<file path="src/rtl/seq_gen_pkg.sv">
// Shared state encoding, default preamble and counter sizing helper for the
// 1011 serial frame transmitter.
package seq_gen_pkg;

  typedef enum logic [1:0] {
    IDLE = 2'd0,
    SYNC = 2'd1,
    DATA = 2'd2,
    GAP  = 2'd3
  } state_t;

  localparam int SYNC_W_DEF = 4;
  localparam logic [SYNC_W_DEF-1:0] SYNC_PAT_DEF = 4'b1011;

  // Width needed to hold the largest per-state reload value without wrapping.
  function automatic int cnt_width(input int a, input int b, input int c);
    int m;
    m = a;
    if (b > m) m = b;
    if (c > m) m = c;
    return $clog2(m + 1);
  endfunction

endpackage

</file>
<file path="src/rtl/piso_shift.sv">
// Parallel-in serial-out shift register: parallel load, shift-left enable,
// MSB presented as the serial bit.
module piso_shift #(
  parameter int W = 8
) (
  input  logic         clk,
  input  logic         rst,
  input  logic         load,
  input  logic         shift_en,
  input  logic [W-1:0] din,
  output logic         msb
);

  logic [W-1:0] q;

  always_ff @(posedge clk) begin
    if (rst) begin
      q <= '0;
    end else if (load) begin
      q <= din;
    end else if (shift_en) begin
      q <= q << 1;
    end
  end

  assign msb = q[W-1];

endmodule

</file>
<file path="src/rtl/seq_gen_1011_tx.sv">
// Serial frame transmitter: preamble, MSB-first payload, then zero guard bits,
// with every output registered from the next-state decision (Moore).
module seq_gen_1011_tx
  import seq_gen_pkg::*;
#(
  parameter int                DATA_W   = 8,
  parameter int                SYNC_W   = SYNC_W_DEF,
  parameter logic [SYNC_W-1:0] SYNC_PAT = SYNC_PAT_DEF,
  parameter int                GAP_CYC  = 1
) (
  input  logic              clk,
  input  logic              rst,
  input  logic              start,
  input  logic [DATA_W-1:0] data_in,
  output logic              ready,
  output logic              Data_out,
  output logic              tx_active,
  output logic              done
);

  localparam int CNT_W = cnt_width(SYNC_W, DATA_W, GAP_CYC);
  localparam logic [CNT_W-1:0] CNT_SYNC = CNT_W'(SYNC_W - 1);
  localparam logic [CNT_W-1:0] CNT_DATA = CNT_W'(DATA_W - 1);
  localparam logic [CNT_W-1:0] CNT_GAP  = CNT_W'(GAP_CYC - 1);
  localparam logic [CNT_W-1:0] CNT_ONE  = CNT_W'(1);

  state_t           state;
  state_t           state_nxt;
  logic [CNT_W-1:0] cnt;
  logic [CNT_W-1:0] cnt_nxt;
  logic             load;
  logic             shift_en;
  logic             shift_msb;
  logic             pat_bit;
  logic             line_nxt;

  // The edge that puts a payload bit on the line also shifts it out, so the
  // register MSB is always the next payload bit to transmit.
  assign shift_en = (state_nxt == DATA);

  piso_shift #(
    .W(DATA_W)
  ) u_piso (
    .clk     (clk),
    .rst     (rst),
    .load    (load),
    .shift_en(shift_en),
    .din     (data_in),
    .msb     (shift_msb)
  );

  always_comb begin
    state_nxt = state;
    cnt_nxt   = cnt;
    load      = 1'b0;
    case (state)
      IDLE: begin
        if (start) begin
          state_nxt = SYNC;
          cnt_nxt   = CNT_SYNC;
          load      = 1'b1;
        end
      end
      SYNC: begin
        if (cnt == '0) begin
          state_nxt = DATA;
          cnt_nxt   = CNT_DATA;
        end else begin
          cnt_nxt = cnt - CNT_ONE;
        end
      end
      DATA: begin
        if (cnt == '0) begin
          state_nxt = GAP;
          cnt_nxt   = CNT_GAP;
        end else begin
          cnt_nxt = cnt - CNT_ONE;
        end
      end
      GAP: begin
        if (cnt == '0) begin
          state_nxt = IDLE;
          cnt_nxt   = '0;
        end else begin
          cnt_nxt = cnt - CNT_ONE;
        end
      end
      default: begin
        state_nxt = IDLE;
        cnt_nxt   = '0;
      end
    endcase
  end

  // Preamble bit selected by the counter value the next cycle will hold.
  assign pat_bit = |(SYNC_PAT & (SYNC_W'(1) << cnt_nxt));

  always_comb begin
    line_nxt = 1'b0;
    case (state_nxt)
      SYNC:    line_nxt = pat_bit;
      DATA:    line_nxt = shift_msb;
      default: line_nxt = 1'b0;
    endcase
  end

  always_ff @(posedge clk) begin
    if (rst) begin
      state     <= IDLE;
      cnt       <= '0;
      Data_out  <= 1'b0;
      ready     <= 1'b1;
      tx_active <= 1'b0;
      done      <= 1'b0;
    end else begin
      state     <= state_nxt;
      cnt       <= cnt_nxt;
      Data_out  <= line_nxt;
      ready     <= (state_nxt == IDLE);
      tx_active <= (state_nxt != IDLE);
      done      <= (state_nxt == GAP) && (cnt_nxt == '0);
    end
  end

endmodule

</file>
<file path="config.mk">
export PLATFORM = sky130hd
export DESIGN_NAME = seq_gen_1011_tx
export DESIGN_NICKNAME = d
export VERILOG_FILES = /design/src/rtl/seq_gen_pkg.sv /design/src/rtl/piso_shift.sv /design/src/rtl/seq_gen_1011_tx.sv
export SDC_FILE = /design/constraint.sdc
export NUM_CORES = 1
export LEC_CHECK = 0
export ABC_AREA = 1
export CORE_MARGIN = 8
export CORE_UTILIZATION = 35
export DETAILED_ROUTE_END_ITERATION = 8
export GPL_TIMING_DRIVEN = 1
export PLACE_DENSITY = 0.6
export SETUP_SLACK_MARGIN = 0.5
export SKIP_LAST_GASP = 1
export SYNTH_ARGS = -nofsm -noshare
export SYNTH_HDL_FRONTEND = slang
export SYNTH_SLANG_ARGS = --single-unit
</file>
<file path="constraint.sdc">
create_clock -name clk -period 1.92 [get_ports clk]
set_clock_uncertainty 0.2 [all_clocks]
set_input_delay 0.384 -clock clk [delete_from_list [all_inputs] [get_ports clk]]
set_output_delay 0.384 -clock clk [all_outputs]
set_load 0.01 [all_outputs]
</file>
==> summary.txt, run 1 <==
run results: met2 usage 0.197, Post-synth EDFFs 0, yosys stat chip area 921 um^2, count leader, synth nand2_1, Port Buf Inserts 14, FMAX 570 MHz, Sink Count 18, Final min period 1750 ps, Sum Neg Setup Slack 0 ps, Hold WC Path Type reg2reg, CP peak stage delay 370 ps, yosys cell count 115, Hold Path End Data_out, Mapped Avg Cell Area around 8.0 um^2, Area leader share 0.391, first-pass GRT wire length 3.71 mm, synth top area cells dfxtp_1 39%, nand2_1 11%, ha_1 5.4%, nand3_2 5.4%, nand3_1 4.9%, Leak ~0.56 nW, RSZ-0062 raised after global routing true, Pre-antenna DRT Iters 4, DRT iter0 DRCs 35, top power group combinational cells, Post-Synthesis Cells ~120, final-report setup violation count 0, yosys aoi share 0.103, Mapped Area 921 um^2, Fin. Hold Viols 0, Clock Power ~0.24 mW, Simple-Gate Area Share 0.380, Tool Warnings 32, CP startpoint kind flip-flop, Seq cells post-synth 18, power per cell area ~990 nW/um^2, Gate power share 0.452, top_reg_cell synth dfxtp_1, tap cells 30, Comb area 612 um^2, Worst EP required roughly 1900 ps, max reg flops 8, fin crit share 0.913, slowest CP cell dfxtp_4, share of cells above drive strength 1 0.458, Synthesized Nets 130, Layout fillers 247, Layout area overhead 45.7%, CTS clk-pin slew, worst paths 100 ps, largest net degree at the start of global routing 17, status finished clean, Routed Antenna Nets 0, Hold Path Stages 2, hold_sp u_piso.q[7], Synth Area in Adders 0.0543, Seq/total area 0.277, largest class logic gates, Main logic family simple AND/OR/NAND/NOR gates, FF-to-FF Start cnt[0], total of max-cap violations 0, Synth mux share 0, DP Worst Slack -164 ps, Pint 0.830 mW, die area 4530 um^2, # clk buffers 4, Worst-Margin Slew 558 ps, Slew HR 0.627, worst path arrival time 1760 ps, Yosys cell types 25, grt ovf 0, delay-heaviest family, CP simple AND/OR/NAND/NOR gates, yosys xor share 0, Setup crit end u_piso.q[5], CTS root buf clkbuf_4, Largest regs u_piso.q: 8 flops, cnt: 4 flops, state: 2 flops, P_sw 0.498 mW, Initial Util 0.372, vias per inst 4.97, Placed Area 1150 um^2, Die Y roughly 67 um, Post-CTS Resized 30, HPWL Detailed 1.60 mm, Comb gates 82, Reg2Reg Setup Slack 170 ps, Non-Clock Buffer Area Fraction 0.177, Comb. pwr 0.601 mW, Net count, final 158, Biggest register u_piso.q, die x size 67.3 um, Power Total 1.33 mW, setup bufs post-CTS 3, utilization after layout 0.541, top cells by count 28 x nand2_1, 18 x dfxtp_1, 12 x nor2_1, gpl congestion 0.759, highest-count logic cell in the final layout nand2_1, Synth Seq Share 0.391, DR top layer met4, non-clock inverter count 11, grt peak-use layer met2, cell type with the largest total area dfxtp_1, Final clock-cell share 0.0271, Buffers excl. clock 27, met3 WL 78 um, max-slew violation count 0, Worst-Skew Late Latency 300 ps, fin cells 172, initial antenna violation count 0, DRC Markers 0, Hold WS 276 ps, htree depth 1
### Signal wires on met3, run 1

Scale: 6 px per um.
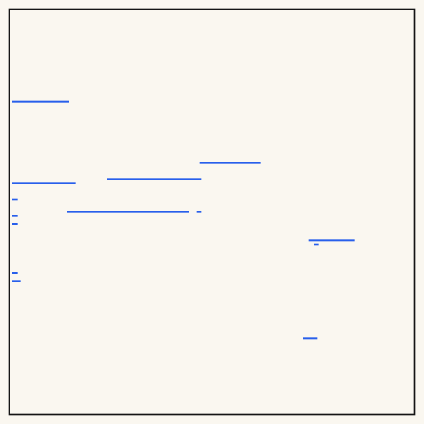
The wires run mostly horizontal. 10 nets have wire on it. The layer holds 3.4% of the routed length. The layer carries 78.7 um of wire.
met3 Use GR: 0.0414
via count: 855
total routed wirelength: 2.33 mm

### Placed cells, one color a class, run 1

Scale: 4 px per um.
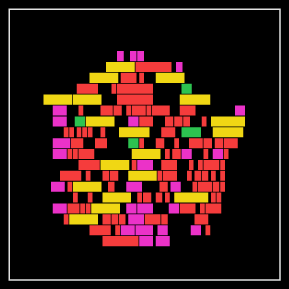
Key: flops = yellow [cells 18, share of their area 29%]; combinational and other logic = red [cells 93, share of their area 50%]; clock drivers and dummy loads = green [cells 4, share of their area 2.8%]; other buffers and delay cells = magenta [cells 27, share of their area 18%]
Core ar.: 2480 um^2
Cell Rows: 18

### Wiring by layer, run 1

Scale: 6 px per um. Two of the layers only.
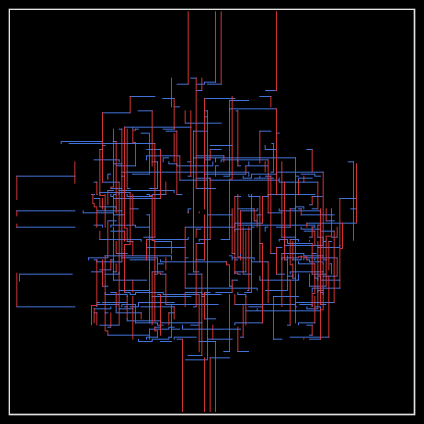
Key: metal 2 = red [wire length 1,250 um]; metal 1 = blue [wire length 950 um]
Total GRT Usage: 0.107
Avg WL per Cell: 13.5 um

### Register map, names as in the netlist, run 1

Scale: 8 px per um. Other sequential cells in the stronger gray, the rest of the logic in the fainter gray.
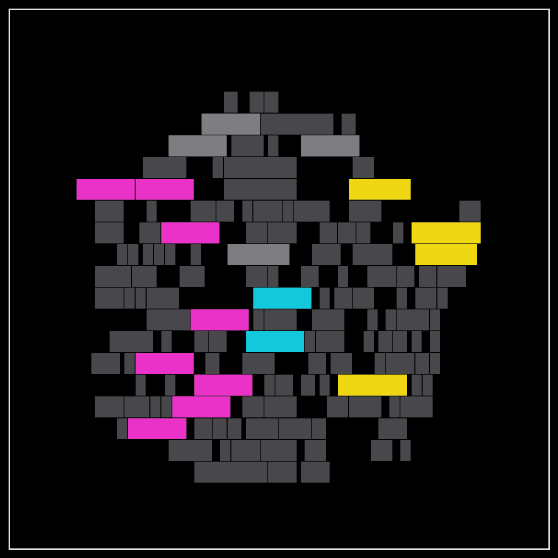

## Run 2: what changed since run 1
- ABC_AREA: 1 -> not set
- DONT_BUFFER_PORTS: not set -> 1
- PLACE_DENSITY: 0.6 -> 0.53
### Register map, names as in the netlist, run 2

Scale: 8 px per um. Other sequential cells in the stronger gray, the rest of the logic in the fainter gray.
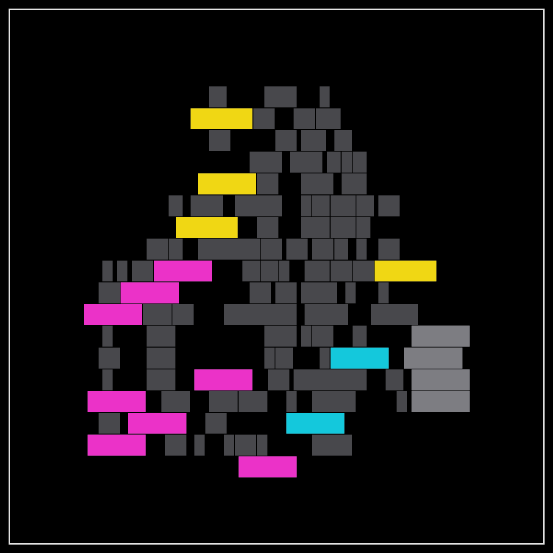
Key: u_piso.q = magenta [sequential cells 8]; state = cyan [sequential cells 2]; cnt = yellow [sequential cells 4]
Another 4 sequential cells are not colored.
FF/Latch Area: 364 um^2
utilization after layout: 0.454
Sequential Power: 0.500 mW
Seq/total area: 0.327

==> run 2 against run 1 <==
The run now ends with hold timing left. Fmax down 7.3%. Clock power down 5%. Die size fell by 2.0%. Global-route usage fell by 1.2 points. Via count is 16% lower. First-iteration DRC count fell by 2.9%. Final cell count down 20%. Utilization shrank 8.8 points. Synthesized cell count decreased by 16%. Register-to-register slack got worse by 140 ps. Count of clock-buffer cells in the layout did not move. Non-clock buffer count is 15 lower.
==> summary.txt, run 2 <==
run results: Pint 0.836 mW, Post-CTS Resized 17, Fin. Hold Viols 16, slowest CP cell dfxtp_2, Yosys cell types 34, Layout area overhead 24.1%, die x size 66.6 um, top_reg_cell synth dfxtp_1, Reg2Reg Setup Slack 30 ps, power per cell area roughly 1100 nW/um^2, Leak approximately 0.42 nW, non-clock inverter count 5, setup bufs post-CTS 2, Slew HR 0.735, P_sw 0.433 mW, Pre-antenna DRT Iters 2, first-pass GRT wire length 3.19 mm, Hold WC Path Type in2reg, die area 4440 um^2, Hold WS -55.9 ps, fin cells 137, yosys cell count 97, Final min period 1890 ps, tap cells 30, Hold Path Stages 1, Worst EP required about 2000 ps, DRC Markers 0, Mapped Area about 900 um^2, final-report setup violation count 0, Sink Count 18, DP Worst Slack -44.7 ps, largest net degree at the start of global routing 17, Buffers excl. clock 12, gpl congestion 0.821, HPWL Detailed 1.41 mm, Avg WL per Cell 13.7 um, Net count, final approximately 120, Layout fillers ~250, CP peak stage delay 350 ps, Largest regs u_piso.q: 8 flops, cnt: 4 flops, state: 2 flops, yosys stat chip area ~900 um^2, Mapped Avg Cell Area 9.25 um^2, Sum Neg Setup Slack 0 ps, Comb area 559 um^2, Gate power share 0.427, failing checks hold timing, grt ovf 0, max-slew violation count 0, total routed wirelength between 1.5 and 2 mm, share of cells above drive strength 1 0.346, grt peak-use layer met2, met3 WL 113 um, yosys aoi share 0.206, Worst-Skew Late Latency 290 ps, Synth Area in Adders 0.0558, fin crit share 0.985, cell type with the largest total area dfxtp_1, Synth Seq Share 0.402, Clock Power 0.228 mW, DR top layer met4, RSZ-0062 raised after global routing true, Main logic family AND-OR/OR-AND gates, synth top area cells dfxtp_1 40%, mux2i_1 7.8%, a211oi_1 7.5%, ha_1 5.6%, nor2_1 5.4%, yosys xor share 0.0181, status finished, violations left, max reg flops 8, Worst-Margin Slew 387 ps, Comb. pwr 0.541 mW, CP startpoint kind flip-flop, CTS root buf clkbuf_4, Die Y 66.6 um, Power Total 1.27 mW, FMAX roughly 530 MHz, Simple-Gate Area Share 0.181, highest-count logic cell in the final layout dfxtp_1, largest class logic gates
### Placed cells, one color a class, run 2

Scale: 4 px per um.
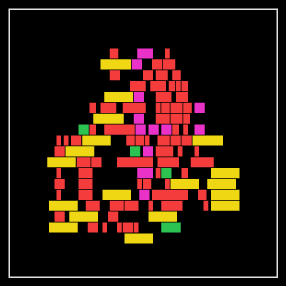
Key: combinational and other logic = red [cells 73, share of their area 54%]; clock drivers and dummy loads = green [cells 4, share of their area 3.4%]; other buffers and delay cells = magenta [cells 12, share of their area 9.1%]; flops = yellow [cells 18, share of their area 34%]
final instance area: 1110 um^2
Core ar.: 2450 um^2

Power is estimated from default activity; no workload was simulated.
